### Nets reached from selected ports

Scale: 1.5 px per um.
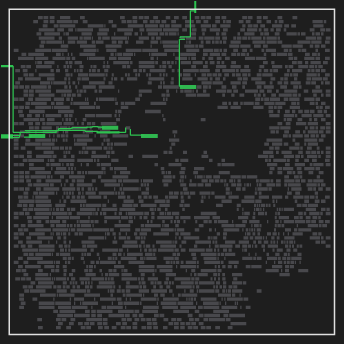
### Register map, names as in the netlist

Scale: 1 px per um. Other sequential cells in the stronger grey, the rest of the logic in the fainter grey.
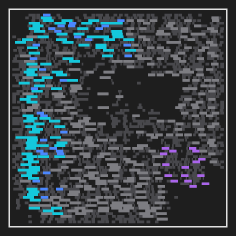
### Pin map

Scale: 1 px per um. Pins as bars across the die edge, other pins in grey.
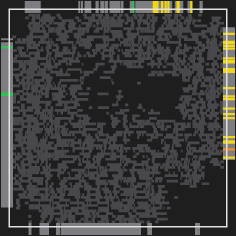
==> config.mk <==
export PLATFORM = sky130hd
export DESIGN_NAME = mem_req_arbiter_flat
export DESIGN_NICKNAME = d
export VERILOG_FILES = /design/src/rtl/mem_req_arbiter_if.sv /design/src/rtl/mem_req_arbiter.sv /design/src/flat_wrapper.sv
export SDC_FILE = /design/constraint.sdc
export NUM_CORES = 1
export LEC_CHECK = 0
export CORE_MARGIN = 2
export CORE_UTILIZATION = 40
export DETAILED_ROUTE_END_ITERATION = 10
export PLACE_DENSITY = 0.66
export SYNTH_ARGS = -nofsm -noshare
export SYNTH_HDL_FRONTEND = slang
export SYNTH_SLANG_ARGS = --single-unit
==> constraint.sdc <==
create_clock -name clk -period 5.9 [get_ports clk]
set_input_delay 0.59 -clock clk [delete_from_list [all_inputs] [get_ports clk]]
set_output_delay 0.59 -clock clk [all_outputs]
set_load 0.05 [all_outputs]
==> CHANGELOG.md <==
### Metrics

* Status: finished clean
* Wl on met1 at around 24 mm
* Via/cell ratio at between 5 and 6
* Placer Congestion at slightly above 0.8
* XOR Share, Synth at 0.00293
* Commonest Layout Cell: clkdlybuf4s50_1
* Maximum vdd drop at just under 0.0004 V
* Multi-input logic area at about 6900 um^2
* Die Area at 46,600 um^2
* MUX area fraction at 0.0580
* Post-CTS setup buffers at 0
* Yosys cell count at between 1,500 and 2,000
* Warning total across the stage logs at 36
* Vias in the first global route at between 10,000 and 15,000
* Met3 global-route usage at 0.0500
* Most common cell in the synthesized netlist: edfxtp_1
* Aoi share at 0.169
* Site row count at approximately 77
* DRC at 0
* Yosys top cell by area: edfxtp_1
* Mapped Area at between 15,000 and 20,000 um^2
* Power density over cell area at between 400 and 500 nW/um^2
* Netlist cell types at between 50 and 60
* Sequential share of power at 0.310
* Logic power comb at slightly above 5000 uW
* Total core area at 44,300 um^2
* GRT Max-Usage Layer: met2
* NonClk Buf Share at 0.182
* Total Neg Setup Slack at 0 ns
* Hold WS at approximately 0.47 ns
* Sw Pwr at 4920 uW
* Clk latency late pin at between 0.5 and 0.6 ns
* Max stage delay cell, worst path: and3_2
* Final Slew Violations at 0
* # clk buffers at between 60 and 70
* Critical path's top delay family: buffers and inverters
* Post-DP HPWL at 35.6 mm
* Yosys warnings at 0
* TritonRoute pass-1 iters at 6
* Antenna violations before repair at 8
* CTS clk-pin slew, worst paths at roughly 0.060 ns
* Crit path kind: reg2reg
* Comb area leader: AND-OR/OR-AND gates
* Fmax at around 0.25 GHz
* Fin nets at between 2,000 and 2,500
* Max FO, Critical Path at just under 80
* Fin area at roughly 24,000 um^2
* GR Overflow Total at 0
* Worst setup margin at between 1.5 and 2 ns
* DR WL/cell at 22.5 um
* Comb pwr share at 0.457
* Post-Syn Instances at approximately 1,600
* Critical Path Source Type: register
* Global-route wire length before repair at about 85 mm
* Yosys chip area at 18,000 um^2
* Post-synthesis area per instance at about 11 um^2
* Internal power at 6430 uW
* Worst Path Buf+Inv at 2
* CP most frequent cell: buf_4
Notes on 'Nets reached from selected ports' above:
port	colour	bits	direction	end cells	wire
preq_wstrb	green	4	input	4	283 um
Boundary Pins: 418
Port Buffers: 417

Notes on 'Register map, names as in the netlist' above:
name in the netlist	colour	flops
u_core.bus.breq_wdata	blue	32
u_core.r_count	purple	16
u_core.r_slot_wdata	cyan	96
not coloured	257
Power Sequential: 3510 uW
Final Util: 0.537
flop share of the area: 0.425
Sequential Area: 10,100 um^2

Notes on 'Pin map' above:
port	colour	pins	direction	edge
mresp_data	yellow	32	output	21 east, 11 north
overflow	orange	1	output	east
preq_wstrb	green	4	input	3 west, 1 north
all pins by edge	122 west, 101 south, 98 north, 97 east
Die Y-Extent: 216 um
width of the die: 216 um

Power is estimated from default activity; no workload was simulated.
